run_1/pdn.png
The bar under the picture is 20 um long. Pins as bars on the die edge.
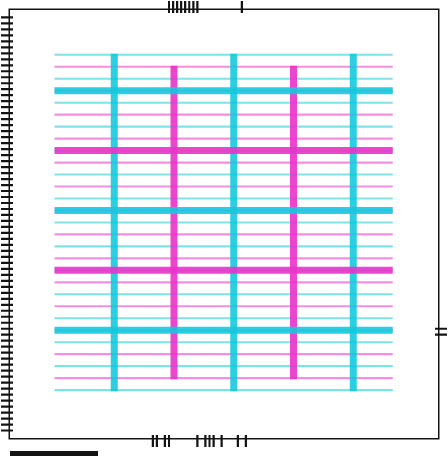
run_1/cell_classes.png
The bar under the picture is 20 um long.
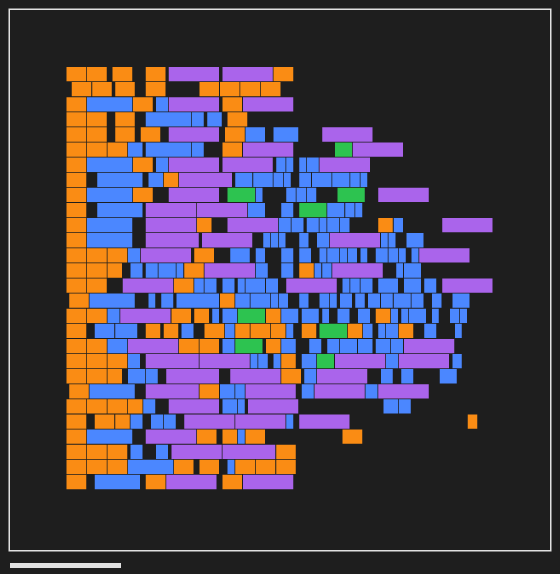
run_1/clock_map.png
The bar under the picture is 20 um long.
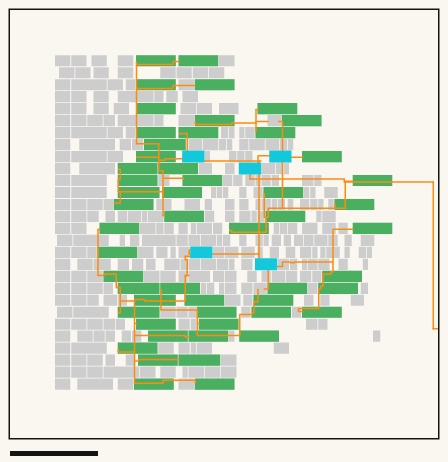
**src/rtl/machine_switcher.sv**
```systemverilog
// Sequenced selector between several microcomputer cores that share one video
// output, one SD-SPI port and one drive LED: hold in reset, release, sync, run.
module machine_switcher #(
  parameter int NUM_MACHINES = 4,
  parameter int SEL_W        = 2,
  parameter int RGB_W        = 2,
  parameter int RESET_HOLD   = 1024,
  parameter int SYNC_TIMEOUT = 2000000
) (
  input  logic                      clk,
  input  logic                      N_RESET,
  input  logic [SEL_W-1:0]          sel_req,
  input  logic                      user_reset,
  input  logic [NUM_MACHINES*RGB_W-1:0] m_r,
  input  logic [NUM_MACHINES*RGB_W-1:0] m_g,
  input  logic [NUM_MACHINES*RGB_W-1:0] m_b,
  input  logic [NUM_MACHINES-1:0]   m_hs,
  input  logic [NUM_MACHINES-1:0]   m_vs,
  input  logic [NUM_MACHINES-1:0]   m_hblank,
  input  logic [NUM_MACHINES-1:0]   m_vblank,
  input  logic [NUM_MACHINES-1:0]   m_cepix,
  input  logic [NUM_MACHINES-1:0]   m_sd_cs,
  input  logic [NUM_MACHINES-1:0]   m_sd_mosi,
  input  logic [NUM_MACHINES-1:0]   m_sd_sck,
  input  logic [NUM_MACHINES-1:0]   m_led,
  output logic [NUM_MACHINES-1:0]   machine_en,
  output logic [NUM_MACHINES-1:0]   machine_n_reset,
  output logic [RGB_W-1:0]          r,
  output logic [RGB_W-1:0]          g,
  output logic [RGB_W-1:0]          b,
  output logic                      hs,
  output logic                      vs,
  output logic                      hblank,
  output logic                      vblank,
  output logic                      ce_pix,
  output logic                      sd_cs,
  output logic                      sd_mosi,
  output logic                      sd_sck,
  output logic                      drive_led,
  output logic [SEL_W-1:0]          active_sel,
  output logic                      busy,
  output logic                      sync_timeout
);

  localparam int CNT_MAX = (RESET_HOLD > SYNC_TIMEOUT) ? RESET_HOLD : SYNC_TIMEOUT;
  localparam int CNT_W   = (CNT_MAX > 2) ? $clog2(CNT_MAX) : 1;

  typedef enum logic [1:0] {
    HOLD = 2'd0,
    SYNC = 2'd1,
    RUN  = 2'd2
  } state_t;

  state_t               state, nxt_state;
  logic [SEL_W-1:0]     target, nxt_target;
  logic [CNT_W-1:0]     cnt, nxt_cnt;
  logic                 vblank_prev, nxt_prev;
  logic                 nxt_timeout;
  logic                 req_valid;
  logic                 vb_fall;
  logic [NUM_MACHINES-1:0] tgt_onehot;

  logic [RGB_W-1:0]     sel_r, sel_g, sel_b;
  logic                 sel_hs, sel_vs, sel_hblank, sel_vblank, sel_cepix;
  logic                 sel_sd_cs, sel_sd_mosi, sel_sd_sck, sel_led;

  // Out-of-range codes and re-selecting the current core are both ignored.
  assign req_valid  = (int'(sel_req) < NUM_MACHINES) && (sel_req != target);
  assign nxt_target = req_valid ? sel_req : target;

  // Source mux keyed on the core that will own the outputs after this edge.
  always_comb begin
    // NOTE: every signal gets a default before the loop so no latch is inferred.
    tgt_onehot  = '0;
    sel_r       = '0;
    sel_g       = '0;
    sel_b       = '0;
    sel_hs      = 1'b0;
    sel_vs      = 1'b0;
    sel_hblank  = 1'b1;
    sel_vblank  = 1'b1;
    sel_cepix   = 1'b0;
    sel_sd_cs   = 1'b1;
    sel_sd_mosi = 1'b1;
    sel_sd_sck  = 1'b0;
    sel_led     = 1'b0;
    for (int i = 0; i < NUM_MACHINES; i++) begin
      if (nxt_target == SEL_W'(i)) begin
        tgt_onehot[i] = 1'b1;
        sel_r         = m_r[i*RGB_W +: RGB_W];
        sel_g         = m_g[i*RGB_W +: RGB_W];
        sel_b         = m_b[i*RGB_W +: RGB_W];
        sel_hs        = m_hs[i];
        sel_vs        = m_vs[i];
        sel_hblank    = m_hblank[i];
        sel_vblank    = m_vblank[i];
        sel_cepix     = m_cepix[i];
        sel_sd_cs     = m_sd_cs[i];
        sel_sd_mosi   = m_sd_mosi[i];
        sel_sd_sck    = m_sd_sck[i];
        sel_led       = m_led[i];
      end
    end
  end

  // First clean frame: vblank falls on a pixel-enable cycle.
  assign vb_fall = vblank_prev & ~sel_vblank & sel_cepix;

  always_comb begin
    nxt_state   = state;
    nxt_cnt     = cnt + CNT_W'(1);
    nxt_timeout = sync_timeout;
    nxt_prev    = sel_vblank;
    if (req_valid || user_reset) begin
      nxt_state = HOLD;
      nxt_cnt   = '0;
    end else begin
      case (state)
        HOLD: begin
          if (cnt == CNT_W'(RESET_HOLD - 1)) begin
            nxt_state = SYNC;
            nxt_cnt   = '0;
            nxt_prev  = 1'b0;  // a level held over from before release must not count
          end
        end
        SYNC: begin
          if (vb_fall) begin
            nxt_state   = RUN;
            nxt_cnt     = '0;
            nxt_timeout = 1'b0;
          end else if (cnt == CNT_W'(SYNC_TIMEOUT - 1)) begin
            nxt_state   = RUN;
            nxt_cnt     = '0;
            nxt_timeout = 1'b1;
          end
        end
        RUN: begin
          nxt_cnt = cnt;
        end
        default: begin
          nxt_state = HOLD;
          nxt_cnt   = '0;
        end
      endcase
    end
  end

  // All outputs are registered from the next state, giving one cycle of latency.
  always_ff @(posedge clk or negedge N_RESET) begin
    if (!N_RESET) begin
      // NOTE: sequential state uses non-blocking assignments only, so every
      // register samples pre-edge values regardless of statement order.
      state           <= HOLD;
      target          <= '0;
      cnt             <= '0;
      vblank_prev     <= 1'b0;
      sync_timeout    <= 1'b0;
      busy            <= 1'b1;
      active_sel      <= '0;
      machine_en      <= NUM_MACHINES'(1);
      machine_n_reset <= '0;
      r               <= '0;
      g               <= '0;
      b               <= '0;
      hs              <= 1'b0;
      vs              <= 1'b0;
      hblank          <= 1'b1;
      vblank          <= 1'b1;
      ce_pix          <= 1'b0;
      sd_cs           <= 1'b1;
      sd_mosi         <= 1'b1;
      sd_sck          <= 1'b0;
      drive_led       <= 1'b0;
    end else begin
      state           <= nxt_state;
      target          <= nxt_target;
      cnt             <= nxt_cnt;
      vblank_prev     <= nxt_prev;
      sync_timeout    <= nxt_timeout;
      busy            <= (nxt_state != RUN);
      machine_en      <= tgt_onehot;
      machine_n_reset <= (nxt_state == SYNC) ? tgt_onehot : '0;
      if (nxt_state == RUN) begin
        active_sel <= nxt_target;
        r          <= sel_r;
        g          <= sel_g;
        b          <= sel_b;
        hs         <= sel_hs;
        vs         <= sel_vs;
        hblank     <= sel_hblank;
        vblank     <= sel_vblank;
        ce_pix     <= sel_cepix;
        sd_cs      <= sel_sd_cs;
        sd_mosi    <= sel_sd_mosi;
        sd_sck     <= sel_sd_sck;
        drive_led  <= sel_led;
      end else begin
        active_sel <= '0;
        r          <= '0;
        g          <= '0;
        b          <= '0;
        hs         <= 1'b0;
        vs         <= 1'b0;
        hblank     <= 1'b1;
        vblank     <= 1'b1;
        ce_pix     <= 1'b0;
        sd_cs      <= 1'b1;
        sd_mosi    <= 1'b1;
        sd_sck     <= 1'b0;
        drive_led  <= 1'b0;
      end
    end
  end

endmodule

```
**config.mk**
```make
export PLATFORM = sky130hd
export DESIGN_NAME = machine_switcher
export DESIGN_NICKNAME = d
export VERILOG_FILES = /design/src/rtl/machine_switcher.sv
export SDC_FILE = /design/constraint.sdc
export NUM_CORES = 1
export LEC_CHECK = 0
export ABC_CLOCK_PERIOD_IN_PS = 2800
export CAP_MARGIN = 0
export CORE_MARGIN = 10
export CORE_UTILIZATION = 46
export DETAILED_ROUTE_END_ITERATION = 12
export PLACE_DENSITY = 0.92
export SYNTH_ARGS = -nofsm -noshare
export SYNTH_HDL_FRONTEND = slang
export SYNTH_SLANG_ARGS = --single-unit
```
**constraint.sdc**
```tcl
create_clock -name clk -period 2.8 [get_ports clk]
set_clock_uncertainty 0.2 [all_clocks]
set_input_delay 0.56 -clock clk [delete_from_list [all_inputs] [get_ports clk]]
set_output_delay 0.56 -clock clk [all_outputs]
set_load 0.02 [all_outputs]
```
==> impl_metrics.csv, run 1 <==
group,metric,value,unit
critical_path,cp_max_fo,9,
detailed_routing,drc_errors,0,
final_timing,max_freq,0.369,GHz
power,switching_share,23.1,%
detailed_routing,drt_iter0_drc,266,
detailed_routing,viasPerCell,5.67,
power,power.internal,1120,uW
critical_path,cpPeakStageDelay,540,ps
final_layout,lay_top_count,"clkdlybuf4s50_1",
critical_path,critPathBufInv,2,
placement,place.detailed.hpwl,6340,um
detailed_routing,dr.pass1.iters,4,
final_layout,regArea,0.00133,mm^2
final_timing,maxSlewHeadroom,59.5,%
final_layout,clock_buffers,6,
run_status,outcome,"completed",
placement,dpl_cell_area,0.00381,mm^2
yosys,syn-num-nets,316,
critical_path,cp_slowest_cell,"clkdlybuf4s50_1",
yosys,synth.avg_cell_area,11.0,um^2
critical_path,cp-end-kind,"flip-flop",
final_layout,area_growth,42.7,%
power,p_sw,338,uW
detailed_routing,finalWirelength,7760,um
yosys,ys_seq_elements,53,
grt,grt_max_degree,28,
final_timing,finalMaxSlewViolations,0,
power,power_frac_seq,53.1,%
yosys,synth-async-reset-ratio,100,%
final_timing,tightest_slew,608,ps
critical_path,critPathLaunch,"sel_req[0]",
power,pg_comb,224,uW
min_path,hp-class,"in -> async",
clocking,htreeDepth,2,
placement,placed_cells,418,
final_layout,final_cell_count_no_fill,426,
clocking,postCtsResizedCells,0,
critical_path,cp_cell_sequence,"clkdlybuf4s50_1, mux4_2, and3_1, or2_1, a31oi_4, buf_4, nand2b_1",
final_layout,most-common-layout-cells,"90 x clkdlybuf4s50_1, 47 x dfrtp_1, 22 x buf_4",
clocking,numCtsBuffers,5,
yosys,ys_area,0.00274,mm^2
final_layout,flops,53,
clocking,clock-root-buffer,"clkbuf_8",
final_layout,nets,416,
yosys,yosysTopAreaCellShare,42.9,%
final_layout,layout-drive-gt1-share,16.0,%
clocking,clk_pin_slew_worst_paths,100,ps
floorplan,tap_cells,75,
final_layout,fillers,382,
yosys,synth_top_cell_by_area,"dfrtp_1",
placement,port_buffers,91,
floorplan,die_w,97.2,um
grt,grt_pass1_vias,2569,
power,combinationalPowerShare,15.3,%
final_timing,tns,0,ps
final_layout,inverters,9,
grt,antenna_found_initial,0,
power,p_total,1460,uW
grt,overflow,0,
final_timing,whs,57.1,ps
yosys,edf_count,0,
final_layout,comb_area,0.00128,mm^2
final_layout,multi_input_comb_cells,168,
detailed_routing,vias,2414,
yosys,ys_seq_share,48.6,%
critical_path,worst_ep_required_time,2850,ps
power,power_leader,"sequential cells",
critical_path,arrival,2760,ps
grt,grt_pass1_wl,12800,um
final_layout,comb-cell-share,32.8,%
yosys,yosys_most_used_dff,"dfrtp_1",
placement,gp_congestion,0.907,
critical_path,critPathKind,"in -> reg",
final_timing,setup_viol,0,
job,drv_cap,0,
floorplan,die_area,0.00945,mm^2
grt,grt_use_total,16.3,%
clocking,post_cts_buffers,0,
floorplan,io_pins,92,
clocking,cts_tree,"done",
critical_path,r2r-end,"cnt[3]$_DFFE_PN0P_",
clocking,cts.sinks,53,
clocking,clk_path_buf_depth,2,
critical_path,regToRegSetupSlack,340,ps
job,warning_count,26,
critical_path,endpoint,"vblank$_DFF_PN1_",
floorplan,core,0.00585,mm^2
critical_path,path_delay_family,"buffers and inverters",
final_layout,buf_share,27.4,%
critical_path,path_depth,7,
final_layout,num-nonclk-buffers,113,
floorplan,initial_core_util,46.9,%
detailed_routing,postRouteAntennaNets,0,
Notes on pdn.png above:
magenta -> VDD
cyan -> VSS
met1 rails = 29
met5 straps = 5

Notes on cell_classes.png above:
orange -> other buffers and delay cells  # cells 113, share of their area 28%
green -> clock drivers and dummy loads  # cells 8, share of their area 2.6%
purple -> flip-flops  # cells 53, share of their area 35%
blue -> all other logic  # cells 177, share of their area 34%
FP Rows: 28
post-layout util: 66.9%
Seq/total area: 34.1%

Notes on clock_map.png above:
cyan -> cells driving clock nets  # count 5
orange -> clock wires  # length 576 um
green -> flip-flops  # count 53
routed clock nets = 6
clk pwr: 461 uW
Clock power frac: 31.5%
clk latency late pin: 300 ps

==> run 1: sequential cells by signal (all words and copies together), names as in the netlist, 2 cells and up <==
name	count
state	2
target	2
b	2
cnt	21
machine_en	4
active_sel	2
g	2
machine_n_reset	4
r	2
==> run 1: cells by family after synthesis <==
logic type / count (synthesis) / share of synthesized area, %
XOR/XNOR: 8 / 2.55
buffers and inverters: 29 / 4.79
flip-flops: 53 / 48.6
AND-OR/OR-AND: 37 / 9.63
AND/OR/NAND/NOR: 104 / 20.9
adder cells (fa/ha/maj): 1 / 0.456
multiplexers: 18 / 13.0
==> run 1: per-layer routing <==
metal	GRT usage, %	up-vias	routed length (um)
met5	0	-	0
met4	3.80	0	89
met3	9.89	9	1060
met2	27.9	122	3830
met1	16.4	1170	2770
li1	-	1113	-
==> run 1 -> run 2 <==
Settings changed: CAP_MARGIN 0 to 15, CORE_UTILIZATION 46 to 40, CTS_CLUSTER_SIZE set to 25, PLACE_DENSITY 0.92 to 0.83.
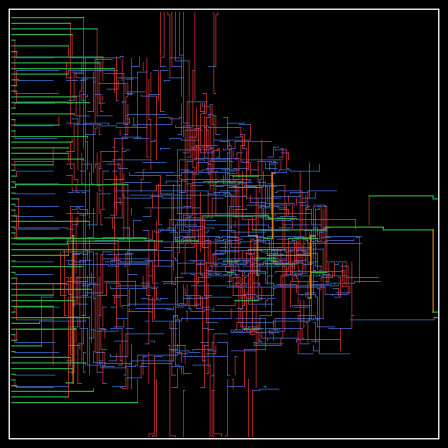
run_2/metal_stack.png
blue -> met1  # wire length 2760 um
orange -> met4  # wire length 95.2 um
red -> met2  # wire length 3580 um
green -> met3  # wire length 919 um
via count: 2383
GR Util All Layers: 14.6%

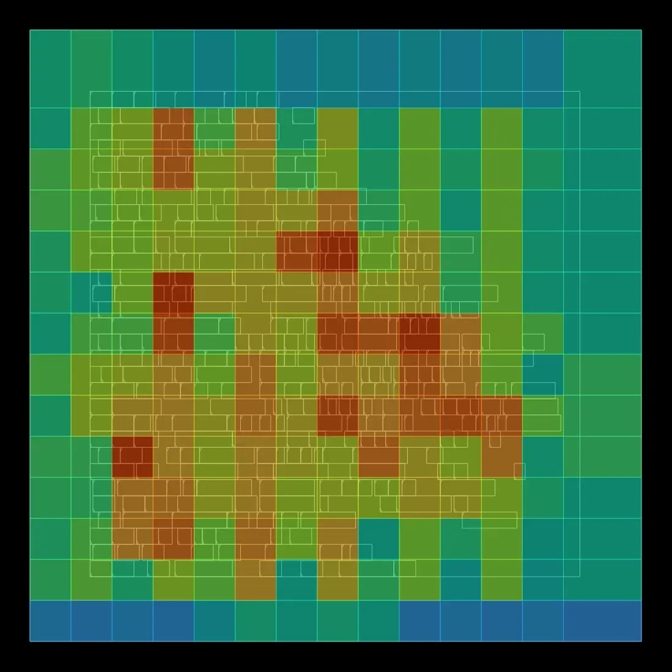
run_2/final_congestion.png
post-layout util: 58.9%
M3 GR Usage: 7.98%

==> run 2 against run 1 <==
- core utilization is 8.0 points lower
- global-route usage is 1.6 points lower
- sequential power hardly changed
- via count is 1.3% lower
- area after synthesis stayed put
- hold slack worse by 8.9 ps
- critical path type unchanged
- highest routed layer unchanged
==> impl_metrics.csv, run 2 <==
group,metric,value,unit
yosys,yosysTopAreaCellShare,42.9,%
placement,port_buffers,91,
final_layout,flops,53,
power,p_total,1540,uW
grt,overflow,0,
detailed_routing,drc_errors,0,
final_timing,whs,48.2,ps
yosys,fa_ha_area_share,0.456,%
clocking,cts.sinks,53,
final_timing,rsz0062_at_grt,"false",
yosys,synth-xor-area-share,2.55,%
final_layout,seq_share,33.7,%
detailed_routing,m1WireLength,2760,um
detailed_routing,postRouteAntennaNets,0,
critical_path,path_delay_family,"buffers and inverters",
final_layout,largestClassByArea,"sequential cells",
final_timing,tightest_slew,598,ps
final_timing,period_used_share,94.5,%
power,p_leak,0.00161,uW
power,power.density,389,mW/mm^2
final_layout,regArea,0.00133,mm^2
yosys,synth_top_cell_by_area,"dfrtp_1",
final_timing,maxSlewHeadroom,60.1,%
final_timing,hold_viol,0,
critical_path,cp-end-kind,"flip-flop",
power,seq_power,776,uW
power,power_frac_seq,50.4,%
final_layout,layout-drive-gt1-share,16.2,%
final_layout,nets,417,
yosys,ys_area,0.00274,mm^2
yosys,syn-num-nets,316,
final_layout,lay_top_count,"clkdlybuf4s50_1",
power,ir_drop,220,uV
yosys,synthSimpleGateAreaFrac,20.9,%
floorplan,initial_core_util,40.8,%
yosys,ys_top_cells_by_area,"dfrtp_1 43%, mux4_2 11%, dfstp_2 5.7%, a31oi_1 3.2%, nand2_1 2.7%",
yosys,compound_area_share,9.63,%
floorplan,die_w,103,um
power,power_leader,"sequential cells",
yosys,synth_warnings,0,
power,p_sw,346,uW
detailed_routing,top_layer,"met4",
detailed_routing,wire_per_inst,17.0,um
final_layout,clock_buffers,5,
clocking,post_cts_buffers,0,
clocking,clock-root-buffer,"clkbuf_8",
placement,placed_cells,424,
floorplan,io_pins,92,
yosys,mux_area_share,13.0,%
grt,antenna_found_initial,0,
final_layout,inverters,9,
final_layout,max_flop_register,"cnt",
min_path,hp-class,"in -> async",
run_status,outcome,"completed",
floorplan,tap_cells,80,
detailed_routing,finalWirelength,7350,um
yosys,netlist_instances,250,
power,switching_share,22.5,%
clocking,postCtsResizedCells,0,
grt,busiest_layer,"met2",
placement,gp_congestion,0.905,
final_layout,most-common-layout-cells,"90 x clkdlybuf4s50_1, 47 x dfrtp_1, 22 x buf_4",
detailed_routing,dr.pass1.iters,4,
floorplan,core,0.00672,mm^2
final_layout,clkCellAreaFrac,2.94,%
critical_path,arrival,2690,ps
clocking,numCtsBuffers,5,
power,combinationalPowerShare,14.6,%
critical_path,critPathBufInv,2,
clocking,htreeDepth,2,
final_layout,area_growth,44.3,%
placement,place_ws,-187,ps
grt,grt_pass1_wl,12300,um
yosys,synth.avg_cell_area,11.0,um^2
yosys,common_cells,"47 x dfrtp_1, 20 x nand2_1, 14 x a31oi_1, 14 x clkbuf_1, 14 x mux4_2",
yosys,synth_top_cell_by_count,"dfrtp_1",
final_timing,tns,0,ps
floorplan,num_rows,30,
job,warning_count,26,
power,pg_clk,538,uW
detailed_routing,met3_length,919,um
clocking,insertion_delay,300,ps
power,p_clk_share,35.0,%
detailed_routing,viasPerCell,5.52,
final_layout,comb_area,0.00128,mm^2
grt,met1_usage,15.5,%
final_layout,comb-cell-share,32.4,%
yosys,ys_seq_share,48.6,%
critical_path,cp_max_fo,8,
critical_path,cp_slowest_cell,"clkdlybuf4s50_1",
yosys,synth-async-reset-ratio,100,%
final_layout,largest_reg_flops,21,
final_layout,multi_input_comb_cells,168,
final_layout,reg_top3,"cnt x21, machine_en x4, machine_n_reset x4",
floorplan,die_area,0.0106,mm^2
placement,dpl_cell_area,0.00384,mm^2
yosys,yosys_most_used_dff,"dfrtp_1",
yosys,logic_family,"simple AND/OR/NAND/NOR gates",
final_layout,buf_share,27.6,%
final_layout,num-nonclk-buffers,114,
critical_path,cp_cell_sequence,"clkdlybuf4s50_1, mux4_2, and3_1, or2_1, a31oi_4, buf_4, nand2b_1",
clocking,cts_tree,"done",
clocking,clk_path_buf_depth,2,
final_timing,max_freq,0.378,GHz
power,pg_comb,224,uW
detailed_routing,met2_length,3580,um
final_timing,final.min_clock_period,2650,ps
critical_path,cpPeakStageDelay,520,ps
detailed_routing,drt_iter0_drc,152,
power,power.internal,1190,uW
yosys,edf_count,0,
final_layout,final_cell_count_no_fill,432,
yosys,yosysCellCount,250,
yosys,synth.distinct_cells,44,
yosys,ys_seq_elements,53,
final_timing,fin_ws,154,ps
clocking,clk_pin_slew_worst_paths,100,ps
critical_path,worst_ep_required_time,2850,ps
final_layout,diodes,0,
grt,grt_max_degree,28,
grt,grt_util_met2,25.0,%
floorplan,die_h,103,um
final_layout,fillers,542,
yosys,synth.cell_area,0.00274,mm^2
final_timing,finalMaxSlewViolations,0,
critical_path,critPathKind,"in -> reg",
job,drv_cap,0,
final_timing,setup_viol,0,
clocking,cts_hold_buf,0,
placement,place.detailed.hpwl,6020,um
critical_path,crit_path_start_kind,"primary input",
final_layout,fin_area,0.00396,mm^2
grt,grt_pass1_vias,2617,
-- run 2: netlist changes by cell type in the layout (fill, tap and decap cells not counted), sizes merged --
cell,before,now
bufinv,0,1
inv,10,11
buf,23,24
clkbuf,6,5
clkinv,1,0
-- run 2: worst paths after layout --
path / slack [ps] / startpoint / to / cells after the start
min in group clk: 360 / cnt[17]$_DFFE_PN0P_ / cnt[17]$_DFFE_PN0P_ / 1
min: 50 / N_RESET / cnt[16]$_DFFE_PN0P_ / 1
max in group asynchronous: 1730 / N_RESET / sd_mosi$_DFF_PN1_ / 2
max: 150 / sel_req[0] / vblank$_DFF_PN1_ / 7
min reg2reg: 360 / cnt[17]$_DFFE_PN0P_ / cnt[17]$_DFFE_PN0P_ / 1
max reg2reg: 380 / cnt[0]$_DFFE_PN0P_ / sd_cs$_DFF_PN1_ / 8
No activity file was given, so power comes from the tool's default toggle rates.
